`src/rtl/sb_pkg.sv`:
```
// Shared types and defaults for the core-side store buffer.
package sb_pkg;
  localparam int SB_DEPTH_DEF = 4;
  localparam int SB_AW        = 32;
  localparam int SB_DW        = 32;

  typedef enum logic {SB_IDLE = 1'b0, SB_REQ = 1'b1} sb_state_t;

  typedef struct packed {
    logic [SB_AW-1:0] addr;
    logic [SB_DW-1:0] data;
  } sb_entry_t;

  function automatic logic [SB_AW-3:0] word_idx(input logic [SB_AW-1:0] a);
    return a[SB_AW-1:2];
  endfunction
endpackage

```
`src/rtl/store_buffer_fifo.sv`:
```
// Store queue storage: circular array, head/tail/count, and per-slot word-address match.
module store_buffer_fifo
  import sb_pkg::*;
#(
  parameter int DEPTH = SB_DEPTH_DEF,
  parameter int AW    = SB_AW,
  parameter int DW    = SB_DW,
  localparam int PW   = $clog2(DEPTH),
  localparam int CW   = PW + 1
) (
  input  logic                         clk,
  input  logic                         rst_n,
  input  logic                         push,
  input  logic                         pop,
  input  logic [AW-1:0]                push_addr,
  input  logic [DW-1:0]                push_data,
  input  logic [AW-3:0]                match_widx,
  output logic [DEPTH-1:0][AW-1:0]     ent_addr,
  output logic [DEPTH-1:0][DW-1:0]     ent_data,
  output logic [PW-1:0]                head,
  output logic [CW-1:0]                count,
  output logic [CW-1:0]                count_nxt,
  output logic                         full,
  output logic                         empty,
  output logic [DEPTH-1:0]             match
);
  logic [PW-1:0] tail;

  always_comb begin
    count_nxt = count;
    case ({push, pop})
      2'b10:   count_nxt = count + 1'b1;
      2'b01:   count_nxt = count - 1'b1;
      default: count_nxt = count;
    endcase
  end

  assign full  = (count == CW'(DEPTH));
  assign empty = (count == '0);

  // Pointers are PW bits wide, so increments wrap modulo DEPTH for free.
  always_ff @(posedge clk or negedge rst_n) begin
    if (!rst_n) begin
      head  <= '0;
      tail  <= '0;
      count <= '0;
    end else begin
      if (push) tail <= tail + 1'b1;
      if (pop)  head <= head + 1'b1;
      count <= count_nxt;
    end
  end

  always_ff @(posedge clk) begin
    if (push) begin
      ent_addr[tail] <= push_addr;
      ent_data[tail] <= push_data;
    end
  end

  // A slot is live when its distance from head is below count.
  for (genvar i = 0; i < DEPTH; i++) begin : g_match
    logic [PW-1:0] off;
    assign off      = PW'(i) - head;
    assign match[i] = ({1'b0, off} < count) && (ent_addr[i][AW-1:2] == match_widx);
  end
endmodule

```
`src/rtl/store_buffer.sv`:
```
// Store buffer between core data port and slow memory: drain FSM, stall and load path.
// Build option: define SB_FORWARD_EN to forward load hits from the buffer instead of stalling.
module store_buffer
  import sb_pkg::*;
#(
  parameter int DEPTH = SB_DEPTH_DEF,
  parameter int AW    = SB_AW,
  parameter int DW    = SB_DW
) (
  input  logic          clk,
  input  logic          Reset,
  input  logic          MemWrite,
  input  logic          MemRead,
  input  logic [AW-1:0] DataAdr,
  input  logic [DW-1:0] WriteData,
  output logic [DW-1:0] ReadData,
  output logic          Stall,
  output logic          sb_empty,
  output logic          mem_req,
  output logic [AW-1:0] mem_addr,
  output logic [DW-1:0] mem_wdata,
  input  logic          mem_ack,
  output logic [AW-1:0] mem_raddr,
  input  logic [DW-1:0] mem_rdata
);
  localparam int PW = $clog2(DEPTH);
  localparam int CW = PW + 1;

  sb_state_t                  state, state_nxt;
  logic [DEPTH-1:0][AW-1:0]   ent_addr;
  logic [DEPTH-1:0][DW-1:0]   ent_data;
  logic [PW-1:0]              head;
  logic [CW-1:0]              count, count_nxt;
  logic                       full, empty, push, pop, hit, ld_stall;
  logic [DEPTH-1:0]           match;

  // Full is judged on the registered count, so a same-cycle pop never frees a slot.
  assign push = MemWrite && !full;
  assign pop  = (state == SB_REQ) && mem_ack && !empty;

  store_buffer_fifo #(.DEPTH(DEPTH), .AW(AW), .DW(DW)) u_fifo (
    .clk        (clk),
    .rst_n      (Reset),
    .push       (push),
    .pop        (pop),
    .push_addr  ({DataAdr[AW-1:2], 2'b00}),
    .push_data  (WriteData),
    .match_widx (DataAdr[AW-1:2]),
    .ent_addr   (ent_addr),
    .ent_data   (ent_data),
    .head       (head),
    .count      (count),
    .count_nxt  (count_nxt),
    .full       (full),
    .empty      (empty),
    .match      (match)
  );

  always_comb begin
    state_nxt = state;
    case (state)
      SB_IDLE: if (count != '0)     state_nxt = SB_REQ;
      SB_REQ:  if (count_nxt == '0) state_nxt = SB_IDLE;
      default:                      state_nxt = SB_IDLE;
    endcase
  end

  always_ff @(posedge clk or negedge Reset) begin
    if (!Reset) begin
      state    <= SB_IDLE;
      mem_req  <= 1'b0;
      sb_empty <= 1'b1;
    end else begin
      state    <= state_nxt;
      mem_req  <= (state_nxt == SB_REQ);
      sb_empty <= (count_nxt == '0) && (state_nxt == SB_IDLE);
    end
  end

  // Head entry is stable in REQ: tail cannot reach head while entries are pending.
  assign mem_addr  = (state == SB_REQ) ? ent_addr[head] : '0;
  assign mem_wdata = (state == SB_REQ) ? ent_data[head] : '0;
  assign mem_raddr = DataAdr;
  assign hit       = MemRead && (|match);

`ifdef SB_FORWARD_EN
  logic [DW-1:0] fwd;

  // Walk oldest to youngest; the last live match wins.
  always_comb begin
    fwd = '0;
    for (int k = 0; k < DEPTH; k++) begin
      if (match[PW'(head + PW'(k))]) fwd = ent_data[PW'(head + PW'(k))];
    end
  end

  assign ReadData = hit ? fwd : mem_rdata;
  assign ld_stall = 1'b0;
`else
  assign ReadData = mem_rdata;
  assign ld_stall = hit;
`endif

  assign Stall = (MemWrite && full) || ld_stall;
endmodule

```
`config.mk`:
```
export PLATFORM = sky130hd
export DESIGN_NAME = store_buffer
export DESIGN_NICKNAME = d
export VERILOG_FILES = /design/src/rtl/sb_pkg.sv /design/src/rtl/store_buffer_fifo.sv /design/src/rtl/store_buffer.sv
export SDC_FILE = /design/constraint.sdc
export NUM_CORES = 1
export LEC_CHECK = 0
export CAP_MARGIN = 10
export CORE_UTILIZATION = 30
export CTS_CLUSTER_DIAMETER = 100
export DETAILED_ROUTE_END_ITERATION = 12
export GPL_ROUTABILITY_DRIVEN = 0
export GPL_TIMING_DRIVEN = 0
export PLACE_DENSITY = 0.53
export SLEW_MARGIN = 5
export SYNTH_ARGS = -nofsm -noshare
export SYNTH_HDL_FRONTEND = slang
export SYNTH_SLANG_ARGS = --single-unit
```
`constraint.sdc`:
```
create_clock -name clk -period 4.1 [get_ports clk]
set_input_delay 0.82 -clock clk [delete_from_list [all_inputs] [get_ports clk]]
set_output_delay 0.82 -clock clk [all_outputs]
set_load 0.02 [all_outputs]
```
**PDN straps and rails**

Bar = 50 um. Pins as bars on the die edge. Tap cells in grey.
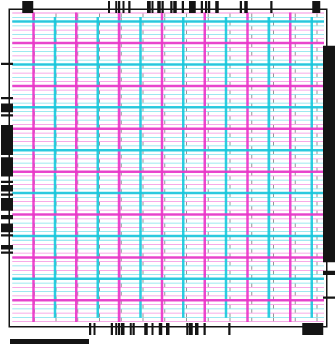
Key: VSS = magenta; VDD = cyan
73 met1 rails follow the rows. 232 signal pins sit on the boundary. The core has 72 rows. 518 tap cells.
Max IR drop VDD: 0.374 mV
total core area: 0.0387 mm2
die width: 200 um
die height: 200 um

**Placement by cell class**

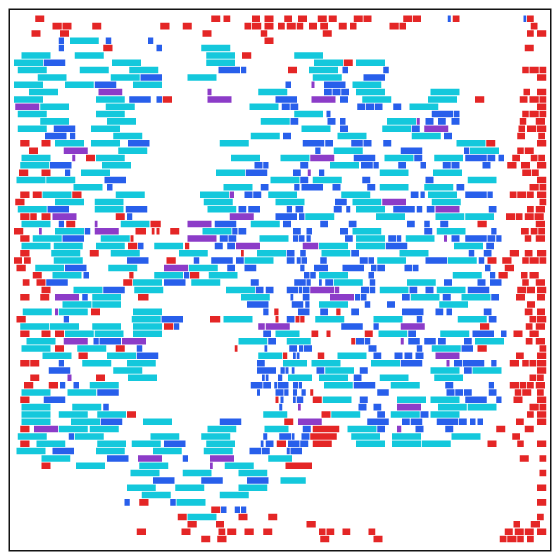
Key: flops = cyan [cells 257]; combinational and other logic = blue [cells 346]; other buffers and delay cells = red [cells 287]; clock drivers and dummy loads = purple [cells 48]
fin area: 0.0154 mm2
Site Rows: 72
flop share of the area: 49.9%
Finished Core Util: 39.7%

**Clock network drawn from the DEF**

Bar = 50 um.
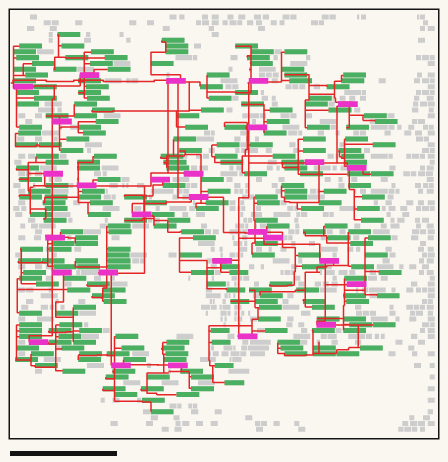
Key: clock wires = red [length 3,290 um]; flip-flops = green [count 257]; clock drivers = magenta [count 28]
There are 29 routed clock nets.
P_clk: 2.29 mW
Max Clock Skew: 22.4 ps
Clock power frac: 22.2%

**Metal layers overlaid**

Bar = 50 um. Two of the layers only.
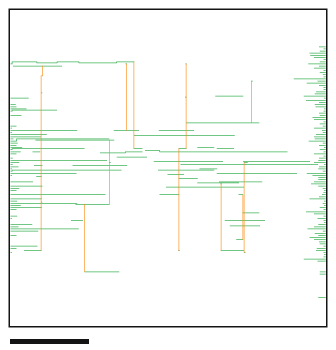
Key: metal 3 = green [wire length 2,370 um]; metal 4 = orange [wire length 571 um]
gr usage total: 14.8%
Routed WL: 30.0 mm

## worst max-delay path, delay by kind of cell
family | cells | cell delay [ps]
simple gates | 3 | 880
buf+inv | 2 | 730
compound gates | 2 | 380
xor+xnor | 1 | 280
## area by class of cell
cell class | count | area, um2
fillers | 3647 | 23400
flip-flops and latches | 257 | 7670
multi-input cells | 335 | 3550
repair buffers | 199 | 2020
clock buffers | 33 | 719
well taps | 518 | 648
plain buffers | 88 | 623
clock inverters | 15 | 105
inverters | 11 | 41.3
## logic make-up after synthesis
| kind of cell | count (synthesis) |
|---|---|
| buf+inv | 99 |
| compound gates | 16 |
| other cells | 1 |
| fa+ha+maj | 10 |
| mux | 63 |
| simple gates | 117 |
| flops | 257 |
| xor+xnor | 127 |
==> Slide: Implementation Results <==
Run Summary

Run status
  • Status: finished, final reports clean

Pwr
  • Sequential power: 3.66 mW
  • Power consumption: 10.3 mW
  • NetSw: 3.50 mW
  • Seq pwr share: 35.4%
  • PD cells: 673 mW/mm2
  • Top power group: combinational cells
  • Static Leakage: 5.29 nW
  • Internal Pwr Total: 6.85 mW
  • Switching share of total power: 33.8%

GRT
  • Number of global-route vias before repair: 6,849
  • Global-route wire length before repair: 44.4 mm
  • Gr ovfl total: 0
  • Largest net degree at the start of global routing: 41
  • Met2 Use GR: 24.6%
  • M3 GR Usage: 3.59%
  • Initial antenna violation count: 0

Logic synthesis
  • # Cells Yosys: 690
  • Yosys reg bits: 257
  • Comb area leader: multiplexers
  • Post-synthesis instance area: 0.0118 mm2
  • Adder Share, Synth: 1.12%
  • Synth unique cells: 30
  • Synthesized instance count: 690
  • Synth Area in XOR/XNOR: 9.41%
  • EDFF count, synth: 248
  • Post-synth top area share: 63.0%
  • Avg Inst Size Synth: 17.1 um2
  • Most instantiated cells after synthesis: edfxtp_1, xor2_1, buf_4
  • Mux frac, synth: 11.9%
  • Cell area leaders: edfxtp_1, mux4_2, xor2_1, buf_4, and2_1
  • Async SR Flop Fraction: 3.50%
  • Syn. warnings: 0
  • YS chip area: 0.0118 mm2

Finish
  • Max FFs per register: 128
  • Ant. Diodes: 0
  • Top Layout Cells: edfxtp_1, clkdlybuf4s50_1, xor2_1
  • Layout area overhead: 30.2%
  • Top Registers: u_fifo.ent_data: 128 flops, u_fifo.ent_addr: 120 flops, u_fifo.count: 3 flops
  • Biggest register: u_fifo.ent_data
  • Layout cells sized above 1: 21.4%
  • Final nets: 1,031

CTS
  • Clock buffer depth: 3
  • TritonCTS clock tree: done
  • Post-CTS sizing: 41
  • CTS Buf Count: 28
  • Clk ins delay skew pair: 550 ps
  • CTS HTree Levels: 1
  • Hold buffers post-CTS: 0

Place
  • Port bufs: 195
  • Placement Cell Area: 0.0145 mm2
  • Dpl ws: -524 ps
  • Placed cells: 1,408

Timing
  • Worst Slack Setup Final: 175 ps
  • Final Max-Slew Violation Tally: 0
  • Final min period: 3920 ps
  • Relative slew slack: 45.5%
  • Fin. Hold Viols: 0
  • RSZ-0062 raised after global routing: no
  • Final hold slack: 531 ps
  • Final period utilization: 95.7%
  • Setup Viol. Count Final: 0
  • Fmax: 255 MHz
  • Post-route setup TNS: 0 ps

Route
  • Met1 wire length: 12.8 mm
  • Routed wire per std cell: 20.6 um
  • DRC: 0
  • Vias per std cell: 4.50
  • Iteration-0 DRC count of the detailed router: 370
  • Max Used Layer: met4
  • Routed vias: 6,547
  • Wire length on met3: 2.37 mm
  • Drt pass-1 iters: 4
  • ANT nets after route: 0

Job
  • Max-cap viol count: 0
  • OpenROAD warnings: 30

Worst setup path
  • CP Cell Sequence: clkdlybuf4s15_1 > xor2_1 > nor4_2 > nand4_1 > a2111oi_2 > a41oi_1 > nand4_1 > dlygate4sd2_1
  • Reg2Reg Depth: 10
  • Worst reg2reg endpoint: state
  • Reg2reg start: state
  • Arrival time at the worst endpoint: 3100 ps
  • Worst setup path endpoint: Stall
  • Crit-path max FO: 9
  • Most common cell on crit path: nand4_1
  • Worst path slowest cell: nor4_2
  • Worst setup EP type: output pin
  • Setup crit start kind: input port

Min path
  • Hold Startpoint: u_fifo.count[1]
  • Class of the worst hold path: flop to flop
Power and IR drop assume default switching activity.
